## src/rtl/reg_bank_pkg.sv

```systemverilog
// Shared types and default sizing for the reg_bank register file and its clear sequencer.
package reg_bank_pkg;

  typedef enum logic {RB_IDLE, RB_CLEARING} rb_state_t;

  localparam int RB_WIDTH = 16;
  localparam int RB_DEPTH = 8;

endpackage

```

## src/rtl/reg_bank_if.sv

```systemverilog
// Write/read/clear bus of reg_bank; master drives requests, slave is the bank.
interface reg_bank_if
  import reg_bank_pkg::*;
#(
  parameter int WIDTH = RB_WIDTH,
  parameter int DEPTH = RB_DEPTH,
  parameter int AW    = $clog2(DEPTH)
);

  logic             we;
  logic [AW-1:0]    waddr;
  logic [WIDTH-1:0] wdata;
  logic [AW-1:0]    raddr_a;
  logic [AW-1:0]    raddr_b;
  logic [WIDTH-1:0] rdata_a;
  logic [WIDTH-1:0] rdata_b;
  logic             clear_req;
  logic             busy;
  logic             clear_done;

  modport master (
    output we, waddr, wdata, raddr_a, raddr_b, clear_req,
    input  rdata_a, rdata_b, busy, clear_done
  );

  modport slave (
    input  we, waddr, wdata, raddr_a, raddr_b, clear_req,
    output rdata_a, rdata_b, busy, clear_done
  );

endinterface

```

## src/rtl/rb_clear_seq.sv

```systemverilog
// Bulk-clear sequencer: sweeps one entry per cycle from 0 to DEPTH-1, then pulses clear_done.
module rb_clear_seq
  import reg_bank_pkg::*;
#(
  parameter int DEPTH = RB_DEPTH,
  parameter int AW    = $clog2(DEPTH)
) (
  input  logic          Clk,
  input  logic          Reset_n,
  input  logic          clear_req,
  output logic          busy,
  output logic          clear_done,
  output logic          clr_we,
  output logic [AW-1:0] clr_addr
);

  localparam logic [AW-1:0] LAST_IDX = AW'(DEPTH - 1);

  rb_state_t     state;
  logic [AW-1:0] cnt;

  always_ff @(posedge Clk or negedge Reset_n) begin
    if (!Reset_n) begin
      state      <= RB_IDLE;
      cnt        <= '0;
      busy       <= 1'b0;
      clear_done <= 1'b0;
    end else begin
      case (state)
        RB_IDLE: begin
          clear_done <= 1'b0;
          if (clear_req) begin
            state <= RB_CLEARING;
            cnt   <= '0;
            busy  <= 1'b1;
          end
        end
        RB_CLEARING: begin
          // Requests arriving mid-sweep are ignored; the last-index compare ends the sweep.
          if (cnt == LAST_IDX) begin
            state      <= RB_IDLE;
            cnt        <= '0;
            busy       <= 1'b0;
            clear_done <= 1'b1;
          end else begin
            cnt <= cnt + AW'(1);
          end
        end
        default: begin
          state      <= RB_IDLE;
          cnt        <= '0;
          busy       <= 1'b0;
          clear_done <= 1'b0;
        end
      endcase
    end
  end

  assign clr_we   = busy;
  assign clr_addr = cnt;

endmodule

```

## src/rtl/reg_bank.sv

```systemverilog
// DEPTH x WIDTH register bank: one write port, two combinational read ports, sequenced bulk clear.
// Optional same-cycle write-through forwarding to the read ports under `REG_BANK_BYPASS_EN.
module reg_bank
  import reg_bank_pkg::*;
#(
  parameter int WIDTH = RB_WIDTH,
  parameter int DEPTH = RB_DEPTH
) (
  input  logic        Clk,
  input  logic        Reset_n,
  reg_bank_if.slave   bus
);

  localparam int AW = $clog2(DEPTH);

  logic [WIDTH-1:0] mem [DEPTH];
  logic             clr_we;
  logic [AW-1:0]    clr_addr;
  logic             wr_en;
  logic [WIDTH-1:0] rd_a;
  logic [WIDTH-1:0] rd_b;

  rb_clear_seq #(
    .DEPTH (DEPTH),
    .AW    (AW)
  ) u_clear_seq (
    .Clk        (Clk),
    .Reset_n    (Reset_n),
    .clear_req  (bus.clear_req),
    .busy       (bus.busy),
    .clear_done (bus.clear_done),
    .clr_we     (clr_we),
    .clr_addr   (clr_addr)
  );

  // Writes only land while idle; during a sweep they are dropped rather than queued.
  assign wr_en = bus.we && !clr_we;

  always_ff @(posedge Clk or negedge Reset_n) begin
    if (!Reset_n) begin
      for (int i = 0; i < DEPTH; i++) begin
        mem[i] <= '0;
      end
    end else if (clr_we) begin
      mem[clr_addr] <= '0;
    end else if (wr_en) begin
      mem[bus.waddr] <= bus.wdata;
    end
  end

  always_comb begin
    rd_a = mem[bus.raddr_a];
    rd_b = mem[bus.raddr_b];
`ifdef REG_BANK_BYPASS_EN
    if (wr_en && (bus.raddr_a == bus.waddr)) rd_a = bus.wdata;
    if (wr_en && (bus.raddr_b == bus.waddr)) rd_b = bus.wdata;
`endif
  end

  assign bus.rdata_a = rd_a;
  assign bus.rdata_b = rd_b;

endmodule

```

## src/flat_wrapper.sv

```systemverilog
// flat-port wrapper written by rule: the top's interface ports become plain ports
module reg_bank_flat import reg_bank_pkg::*;
#(
  parameter int WIDTH = RB_WIDTH,
  parameter int DEPTH = RB_DEPTH
)
  (Clk, Reset_n, bus_we, bus_waddr, bus_wdata, bus_raddr_a, bus_raddr_b, bus_clear_req, bus_rdata_a, bus_rdata_b, bus_busy, bus_clear_done);
  reg_bank_if #(.WIDTH(WIDTH), .DEPTH(DEPTH)) bus_i ();
  input  logic Clk;
  input  logic Reset_n;
  input wire logic [$bits(bus_i.we)-1:0] bus_we;
  input wire logic [$bits(bus_i.waddr)-1:0] bus_waddr;
  input wire logic [$bits(bus_i.wdata)-1:0] bus_wdata;
  input wire logic [$bits(bus_i.raddr_a)-1:0] bus_raddr_a;
  input wire logic [$bits(bus_i.raddr_b)-1:0] bus_raddr_b;
  input wire logic [$bits(bus_i.clear_req)-1:0] bus_clear_req;
  output wire logic [$bits(bus_i.rdata_a)-1:0] bus_rdata_a;
  output wire logic [$bits(bus_i.rdata_b)-1:0] bus_rdata_b;
  output wire logic [$bits(bus_i.busy)-1:0] bus_busy;
  output wire logic [$bits(bus_i.clear_done)-1:0] bus_clear_done;
  assign bus_i.we = bus_we;
  assign bus_i.waddr = bus_waddr;
  assign bus_i.wdata = bus_wdata;
  assign bus_i.raddr_a = bus_raddr_a;
  assign bus_i.raddr_b = bus_raddr_b;
  assign bus_i.clear_req = bus_clear_req;
  assign bus_rdata_a = bus_i.rdata_a;
  assign bus_rdata_b = bus_i.rdata_b;
  assign bus_busy = bus_i.busy;
  assign bus_clear_done = bus_i.clear_done;
  reg_bank #(.WIDTH(WIDTH), .DEPTH(DEPTH)) u_core (.Clk(Clk), .Reset_n(Reset_n), .bus(bus_i));
endmodule
```

## config.mk

```make
export PLATFORM = sky130hd
export DESIGN_NAME = reg_bank_flat
export DESIGN_NICKNAME = d
export VERILOG_FILES = /design/src/rtl/reg_bank_pkg.sv /design/src/rtl/reg_bank_if.sv /design/src/rtl/rb_clear_seq.sv /design/src/rtl/reg_bank.sv /design/src/flat_wrapper.sv
export SDC_FILE = /design/constraint.sdc
export NUM_CORES = 1
export LEC_CHECK = 0
export CORE_MARGIN = 10
export CORE_UTILIZATION = 59
export CTS_CLUSTER_SIZE = 16
export DETAILED_ROUTE_END_ITERATION = 6
export GPL_TIMING_DRIVEN = 0
export PLACE_DENSITY = 0.81
export SLEW_MARGIN = 20
export SYNTH_ARGS = -nofsm -noshare
export SYNTH_HDL_FRONTEND = slang
export SYNTH_SLANG_ARGS = --single-unit
export TNS_END_PERCENT = 50
```

## constraint.sdc

```tcl
create_clock -name Clk -period 2.17 [get_ports Clk]
set_input_delay 0.434 -clock Clk [delete_from_list [all_inputs] [get_ports Clk]]
set_output_delay 0.434 -clock Clk [all_outputs]
set_load 0.03 [all_outputs]
```

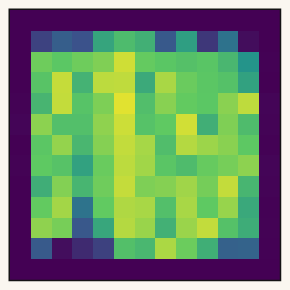
run_1/cell_density.png
(2 px per um) 13 x 13 tiles, from dark purple (low) to yellow (high), 0 to 100% covered.
densest ninth of the die: middle
tiles over 75% full: 36%
nearly empty tiles: 28%
mean over tiles: 50%
Core Area: 0.0128 sq mm
floorplan core density: 0.609
Util after Layout: 0.731

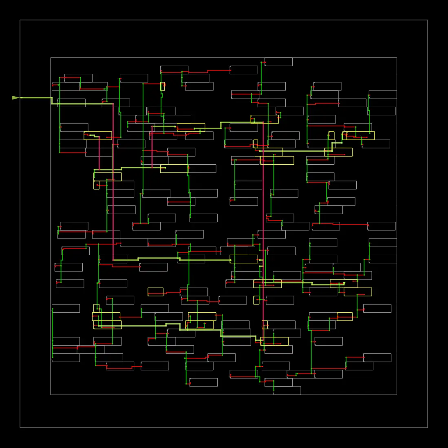
run_1/clocks.png
Clock Latency Late Sink: 0.42 ns
worst clock skew: 0.00706 ns
Seq cells: 134

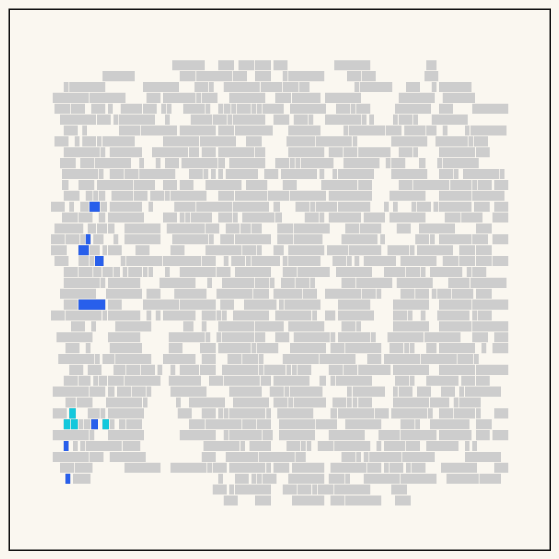
run_1/logic_types.png
(4 px per um)
[cyan] aoi and oai cells | cells: 4 | where: bottom left
[blue] nor cells | cells: 8 | where: left middle
combinational share of cell area: 0.424
final std cells w/o fill: 863

==> impl_metrics.tcl, run 1 <==
# metrics dict for downstream scripts
set metrics [dict create \
    swShare 0.362 \
    grt_max_degree 100 \
    ys_types 33 \
    reg2reg_slack_ns 0.14 \
    top_cell "dfrtp_1" \
    edf_count 0 \
    worstMarginPinSlew_ns 0.725 \
    crit_path_end_kind "primary output" \
    fill_cells 850 \
    cp-start-kind "register" \
    synth_chip_area_sq_mm 0.00778 \
    ff_type "dfrtp_1" \
    top_cell_area_share 0.431 \
    wl_um 22000 \
    vias 5565 \
    cts_buffer_depth 2 \
    maxCapViolations 0 \
    dpl.hpwl_um 14300 \
    async_flop_share 1.00 \
    fp.dieW_um 135 \
    common_cells "dfrtp_1, nand2_1, mux2i_1" \
    clkPwrFrac 0.208 \
    yosys.stat.seqShare 0.431 \
    cp-endpoint "bus_rdata_a[2]" \
    ios 63 \
    worstSetupPathType "reg2out" \
    slew_headroom 0.517 \
    worstReg2RegStart "u_core.u_clear_seq.clr_addr[1]" \
    area_delta_synth_final_pct 20.0 \
    cp-startpoint "u_core.mem[98]" \
    dr_wl_met2_um 11000 \
    topCellsByArea "dfrtp_1, mux2i_1, mux4_1" \
    finalCritPeriodShare 1.02 \
    status "finished with violations" \
    rows 41 \
    cts_tree "yes" \
    whs_ns 0.467 \
    internal_power_mw 8.03 \
    hp-class "in2async" \
    antenna_found_initial 0 \
    vias_per_cell 6.45 \
    cts_buffers 17 \
    ys.flops 134 \
    critPathSlowestCell "mux4_1" \
    synth_nets 622 \
    period_minus_slack_ns 2.21 \
    clk_pin_slew_ns 0.06 \
    hold_violations 0 \
    yosys_cells 590 \
    grt_pass1_wl_um 34300 \
    synth_cells 590 \
    tool_warnings 29 \
    antenna_cells 0 \
    wl_per_cell_um 25.5 \
    tns_ns -0.390 \
    drc 0 \
    worstPathArrival_ns 1.78 \
    slowest_delay_ns 0.52 \
    post_dp_cell_area_sq_mm 0.00859 \
    regArea_sq_mm 0.00335 \
    p_per_area_mw_per_mm2 1350 \
    power.leakage_nw 4.56 \
    fin_ws_ns -0.0399 \
    portBuffers 56 \
    violations "setup timing" \
    sequentialPowerShare 0.359 \
    setup_violations 20 \
    path_max_fanout 3 \
    rsz0062_at_grt "yes" \
    cp_data_required_time_ns 1.74 \
    lay_top_cells "dfrtp_1, nand2_1, mux2i_1, mux4_2, buf_6" \
    design_area_sq_mm 0.00934 \
    maxSlewViolCount 0 \
    grt_usage 0.250 \
    dp.cells 819 \
    post-place-ws_ns -0.826 \
    die_h_um 135 \
    grt_overflow 0 \
    top_area_cell "dfrtp_1" \
    yosys_warnings 0 \
    drtIter0Drc 592 \
    layout-drive-gt1-share 0.308 \
    first_pass_iters 7 \
    gp_congestion 0.798 \
    ir_drop_mv 0.954 \
    combGateArea_sq_mm 0.00397 \
    p_sw_mw 4.56 \
    clock_tree.root_cell "clkbuf_16" \
    netlist_area_sq_mm 0.00778 \
    crit_chain "mux4_1, mux2_4, buf_6" \
    highest_layer "met4" \
    numClockSinks 134 \
    reg2reg_to "u_core.mem[61]" \
    ant_nets 0 \
    dr_wl_met3_um 1530 \
    cts_max_level 4 \
    dieArea_sq_mm 0.0182 \
    lay_top_count "dfrtp_1" \
    power_frac_comb 0.433 \
    layout.nets 714 \
    avgSynthCellArea_sq_um 13.2 \
    power_mw 12.6 \
    r2r_cells 6 \
    first_global_vias 6011 \
    wirelength_met1_um 8570 \
    fmax_ghz 0.453 \
]
## run 1: power groups by stage
stage | registers, mW | clock network, mW | logic [mW]
3_3_place_gp | 4.33 | 0 | 4.65
6_report | 4.52 | 2.62 | 5.45
4_1_cts | 4.47 | 2.62 | 5.31
3_5_place_dp | 4.47 | 0 | 4.85
2_1_floorplan | 4.22 | 0 | 3.37
5_1_grt | 4.64 | 2.76 | 5.82
## run 1: kinds of logic (layout without fill, tap and decap cells)
group | Yosys count | in the layout | synth area share
multiplexers | 225 | 225 | 0.412
flip-flops | 134 | 134 | 0.431
buffers and inverters | 68 | 169 | 0.0606
AND/OR/NAND/NOR | 155 | 155 | 0.0881
AND-OR/OR-AND | 5 | 5 | 0.00370
adder cells (fa/ha/maj) | 3 | 3 | 0.00482
## run 1: state kept, by name, summed over array words and instances, names as in the netlist
name,cells
u_core.mem,128
u_core.u_clear_seq.busy,1
u_core.u_clear_seq.clear_done,1
u_core.u_clear_seq.clr_addr,3
u_core.u_clear_seq.state,1
## run 1: critical path: cells and delay by family (launching register included)
| kind | cells | cell delay, ns |
|---|---|---|
| buf+inv | 1 | 0.14 |
| flops | 1 | 0.39 |
| mux | 2 | 0.82 |
## run 1: layer usage
metal | global-route usage | vias up
li1 | - | 2309
met2 | 0.412 | 301
met1 | 0.305 | 2901
met3 | 0.0608 | 54
met5 | 0 | -
met4 | 0.115 | 0
## run 1: layout make-up
type,instances,area share
Timing Repair Buffer,73,0.0809
Buffer,50,0.0498
Tap cell,172,0.0230
Inverter,18,0.00723
Sequential cell,134,0.359
Multi-Input combinational cell,388,0.424
Clock inverter,6,0.00589
Clock buffer,22,0.0497
## run 1: what timing repair did
action,4_1_cts,5_1_grt
buffers inserted,11,4
endpoints found under the setup margin,32,43
hold buffers,1,0
hold endpoints to repair,35,0
resized,286,15
==> inputs of run 2 (changes only) <==
RECOVER_POWER = 25   (was not set)
clock period = 2.12 ns   (was 2.17 ns; I/O delays follow)
==> impl_metrics.tcl, run 2 <==
# metrics dict for downstream scripts
set metrics [dict create \
    status "finished with violations" \
    violations "setup timing" \
    cts_buffer_depth 2 \
    use_met3 0.0657 \
    worstReg2RegStart "u_core.u_clear_seq.clr_addr[2]" \
    clock_tree.root_cell "clkbuf_16" \
    grt_use_met2 0.417 \
    grt_max_degree 100 \
    crit_path_end_kind "primary output" \
    netlist_area_sq_mm 0.00778 \
    design_area_sq_mm 0.00933 \
    synth_nets 622 \
    met1_usage 0.304 \
    synth_chip_area_sq_mm 0.00778 \
    grt_pass1_wl_um 34500 \
    dr_wl_met3_um 1690 \
    ff_type "dfrtp_1" \
    first_pass_iters 5 \
    cp-start-kind "register" \
    yosys_warnings 0 \
    grt_overflow 0 \
    adder_share 0.00482 \
    lay_top_cells "dfrtp_1, nand2_1, mux2i_1, mux4_2, buf_6" \
    antenna_found_initial 0 \
    regArea_sq_mm 0.00335 \
    clock_skew_ns 0.00729 \
    synth-xor-area-share 0 \
    synth_cells 590 \
    rows 41 \
    fill_cells 851 \
    compound_area_frac 0.00370 \
    fin_ws_ns -0.0958 \
    top_register "u_core.mem" \
    gp_congestion 0.798 \
    edf_count 0 \
    top_cell_area_share 0.431 \
    wl_per_cell_um 25.7 \
    reg2reg_to "u_core.mem[85]" \
    clk_pin_slew_ns 0.06 \
    top_area_cell "dfrtp_1" \
    hold_violations 0 \
    post_dp_cell_area_sq_mm 0.00859 \
    drtIter0Drc 593 \
    numClockSinks 134 \
    area_delta_synth_final_pct 19.9 \
    cts_hold_buf 1 \
    dieArea_sq_mm 0.0182 \
    cts_max_level 4 \
    tool_warnings 29 \
    yosys.stat.seqShare 0.431 \
    grt-busiest-layer "met2" \
    ant_nets 0 \
    top_cell "dfrtp_1" \
    slowest_delay_ns 0.52 \
    layout.nets 716 \
    r2r_cells 6 \
    largest_register_ffs 128 \
    ys_types 33 \
    wl_um 22200 \
    grt_usage 0.252 \
    simple_gate_share 0.0881 \
    ctsResizeCount 291 \
    synth.mux.area_fraction 0.412 \
    lay_top_count "dfrtp_1" \
    ys_top_logic_family "multiplexers" \
    wirelength_met1_um 8420 \
    rsz0062_at_grt "yes" \
    postCtsSetupBuffers 12 \
    antenna_cells 0 \
    highest_layer "met4" \
    vias_per_cell 6.43 \
    path_max_fanout 3 \
    period_minus_slack_ns 2.22 \
    reg2reg_slack_ns 0.08 \
    maxSlewViolCount 0 \
    combGateArea_sq_mm 0.00397 \
    vias 5564 \
    yosys_cells 590 \
    setup_violations 32 \
    post-place-ws_ns -0.856 \
    cp_data_required_time_ns 1.70 \
    fp.dieW_um 135 \
    cp-endpoint "bus_rdata_a[2]" \
    avgSynthCellArea_sq_um 13.2 \
    cts_tree "yes" \
    die_h_um 135 \
]
## run 2: cell counts after synthesis
No cell type changed its count.
## run 2: through the flow
| step | hold WS [ns] | TNS [ns] | std cells | utilization | power (mW) |
|---|---|---|---|---|---|
| 2_1_floorplan | 0.128 | 0 | 590 | - | 7.77 |
| 3_3_place_gp | 0.487 | -634.76 | 818 | 0.670 | 9.19 |
| 3_5_place_dp | 0.310 | -22.51 | 819 | 0.673 | 9.54 |
| 4_1_cts | 0.476 | -1.42 | 860 | 0.728 | 12.7 |
| 5_1_grt | 0.547 | -5.31 | 865 | 0.731 | 13.6 |
| 6_report | 0.503 | -1.35 | 865 | 0.731 | 12.9 |
## run 2: final cells by class
| cell class | instances | share of cell area |
|---|---|---|
| buffer | 50 | 0.0499 |
| timing repair buffer | 75 | 0.0802 |
| clock buffer | 22 | 0.0497 |
| inverter | 18 | 0.00724 |
| multi-input combinational | 388 | 0.425 |
| sequential | 134 | 0.359 |
| tap | 172 | 0.0231 |
| clock inverter | 6 | 0.00590 |
## run 2: worst min path at each step
| stage | from | to | depth (start not counted) |
|---|---|---|---|
| floorplan | Reset_n | u_core.mem[0] | 0 |
| global placement | u_core.u_clear_seq.clear_done | u_core.u_clear_seq.clear_done | 2 |
| detailed placement | Reset_n | u_core.mem[91] | 1 |
| CTS | Reset_n | u_core.mem[91] | 2 |
| global route | u_core.u_clear_seq.state | u_core.u_clear_seq.busy | 1 |
| finish | u_core.u_clear_seq.clear_done | u_core.u_clear_seq.clear_done | 2 |
## run 2: critical path: cells and delay by family (launching register included)
kind	cells	cell delay (ns)
flops	1	0.40
mux	2	0.83
buf+inv	1	0.14
## run 2: power by group
part,internal (mW),switching [mW],total [mW]
registers,3.72,0.901,4.62
clock network,1.64,1.05,2.69
logic,2.88,2.73,5.61
total,8.23,4.68,12.9
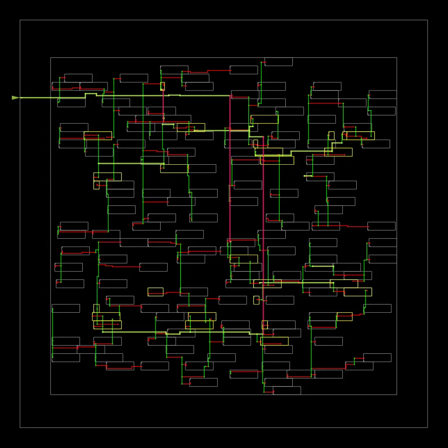
run_2/clocks.png
power of the clock network: 2.69 mW
# clk buffers: 22
total CTS buffers: 17

==> inputs of run 3 (changes only) <==
CORE_MARGIN = 2   (was 10)
==> impl_metrics.tcl, run 3 <==
# metrics dict for downstream scripts
set metrics [dict create \
    status "finished with violations" \
    violations "setup timing" \
    design_area_sq_mm 0.00950 \
    cp_data_required_time_ns 1.70 \
    cp-startpoint "u_core.mem[33]" \
    hold_violations 0 \
    fin_util 0.743 \
    grt_overflow 0 \
    antenna_cells 0 \
    ir_drop_mv 0.981 \
    period_minus_slack_ns 2.22 \
    layout-drive-gt1-share 0.327 \
    common_cells "dfrtp_1, nand2_1, mux2i_1" \
    gp_congestion 0.831 \
    grt_max_degree 82 \
    worstMarginPinSlew_ns 1.45 \
    worstReg2RegStart "u_core.u_clear_seq.clr_addr[1]" \
    reg2reg_to "u_core.mem[55]" \
    fmax_ghz 0.450 \
    worstSetupPathType "reg2out" \
    cts_buffers 17 \
    core_region_area_sq_mm 0.0128 \
    rsz0062_at_grt "yes" \
    die_h_um 119 \
    ctsResizeCount 290 \
    postCtsSetupBuffers 19 \
    fp.dieW_um 119 \
    top_register "u_core.mem" \
    ys_types 33 \
    finalCritPeriodShare 1.05 \
    clk_pin_slew_ns 0.05 \
    path_max_fanout 3 \
    wl_um 21800 \
    first_global_vias 6038 \
    hp-class "reg2reg" \
    cts_max_level 4 \
    top_area_cell "dfrtp_1" \
    hold_depth 2 \
    area_delta_synth_final_pct 22.0 \
    ys.flops 134 \
    yosys.stat.seqShare 0.431 \
    cts_tree "yes" \
    vias 5588 \
    reg2reg_slack_ns -0.02 \
    yosys_warnings 0 \
    clock_tree.root_cell "clkbuf_16" \
    synth_cells 590 \
    cp-start-kind "register" \
    maxSlewViolCount 0 \
    dpl.hpwl_um 13900 \
    yosys_cells 590 \
    r2r_cells 6 \
    min-delay-start "u_core.u_clear_seq.clear_done" \
    top_cell_area_share 0.431 \
    crit_path_end_kind "primary output" \
    grt_pass1_wl_um 34100 \
    cts_buffer_depth 2 \
    netlist_area_sq_mm 0.00778 \
    tns_ns -1.50 \
    vias_per_cell 6.36 \
    grt_usage 0.327 \
    drc 0 \
    cts_hold_buf 1 \
    dp.cells 819 \
    final_cells 879 \
    holdPathEnd "u_core.u_clear_seq.clear_done" \
    fin_ws_ns -0.100 \
    drtIter0Drc 528 \
    insertion_delay_ns 0.42 \
    slew_headroom 0.0310 \
    ff_type "dfrtp_1" \
    lay_top_cells "dfrtp_1, nand2_1, mux2i_1, mux4_2, buf_6" \
    ant_nets 0 \
    lay_top_count "dfrtp_1" \
    avgSynthCellArea_sq_um 13.2 \
    edf_count 0 \
    dieArea_sq_mm 0.0141 \
    cp-endpoint "bus_rdata_b[1]" \
    largest_register_ffs 128 \
    setup_violations 34 \
    synth_nets 622 \
    synth_chip_area_sq_mm 0.00778 \
    layout.nets 726 \
    async_flop_share 1.00 \
    top_cell "dfrtp_1" \
    power_mw 13.5 \
    p_per_area_mw_per_mm2 1420 \
    tool_warnings 29 \
    wl_per_cell_um 24.8 \
    first_pass_iters 5 \
    portBuffers 56 \
    antenna_found_initial 0 \
    rows 41 \
    post_dp_cell_area_sq_mm 0.00859 \
]
## run 3: netlist changes by cell type in the layout (fill, tap and decap cells not counted), moves of 2 or more
cell and change:
buf_4 +12, bufinv_16 +3, mux4_1 -2, mux4_2 +2
## run 3: logic make-up (layout without fill, tap and decap cells)
group,count (synthesis),after routing,synth area share
adders and majority gates,3,3,0.00482
AOI/OAI and AO/OA,5,5,0.00370
buffers and inverters,68,185,0.0606
and+or+nand+nor,155,155,0.0881
muxes,225,225,0.412
DFF,134,134,0.431
## run 3: per-stage QoR
step / worst slack, ns / hold WS (ns)
floorplan: 0.0951 / 0.128
detailed placement: -0.788 / 0.378
global placement: -4.54 / 0.489
global route: -0.127 / 0.561
finish: -0.100 / 0.510
CTS: -0.0808 / 0.518
## run 3: where the power goes
part	total [mW]	switching, mW	leakage (nW)	internal (mW)
Sequential	4.66	0.936	1.77	3.72
Combinational	5.75	2.76	2.58	2.99
Clock	3.09	1.10	0.298	1.99
## run 3: final cells by class
type | instances | area [sq um]
Buffer | 50 | 460
Clock buffer | 22 | 454
Clock inverter | 10 | 153
Fill cell | 831 | 3280
Inverter | 18 | 67.6
Multi-Input combinational cell | 388 | 3960
Sequential cell | 134 | 3350
Tap cell | 172 | 215
Timing Repair Buffer | 85 | 836
## run 3: worst max-delay path: stages, from the launching register on
cell and delay [ns]:
dfrtp_1 0.40, mux4_2 0.52, mux2_4 0.31, buf_6 0.14
## run 3: routing by layer
metal | wire length, um | share of wire | vias to the layer above | track usage
met4 | 918 | 0.042 | 0 | 0.168
met5 | 0 | 0 | - | 0
li1 | - | - | 2336 | -
met3 | 1710 | 0.079 | 64 | 0.0685
met1 | 8310 | 0.38 | 2870 | 0.416
met2 | 10900 | 0.50 | 318 | 0.531
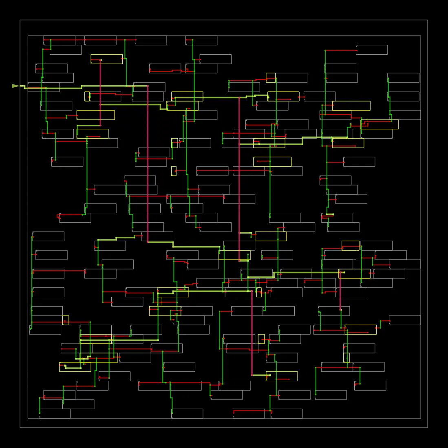
run_3/clocks.png
TritonCTS Sinks: 134
worst clock skew: 0.00729 ns
power of the clock network: 3.09 mW


## Gallery

Sequential cells coloured by netlist name.
(3 px per um)
image #1
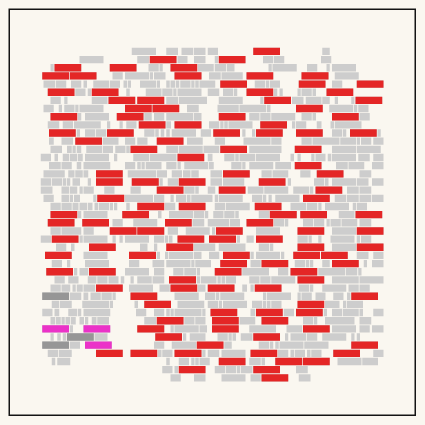
image #2
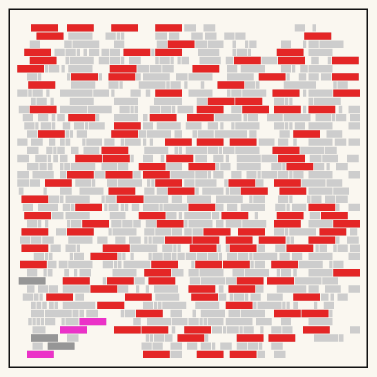
| picture | from |
|---|---|
| image #2 | run 3 |
| image #1 | run 1 |

Key to image #2:
[magenta] u_core.u_clear_seq.clr_addr | sequential cells: 3
[red] u_core.mem | sequential cells: 128 | where: all over the die

Power and IR drop assume default switching activity.
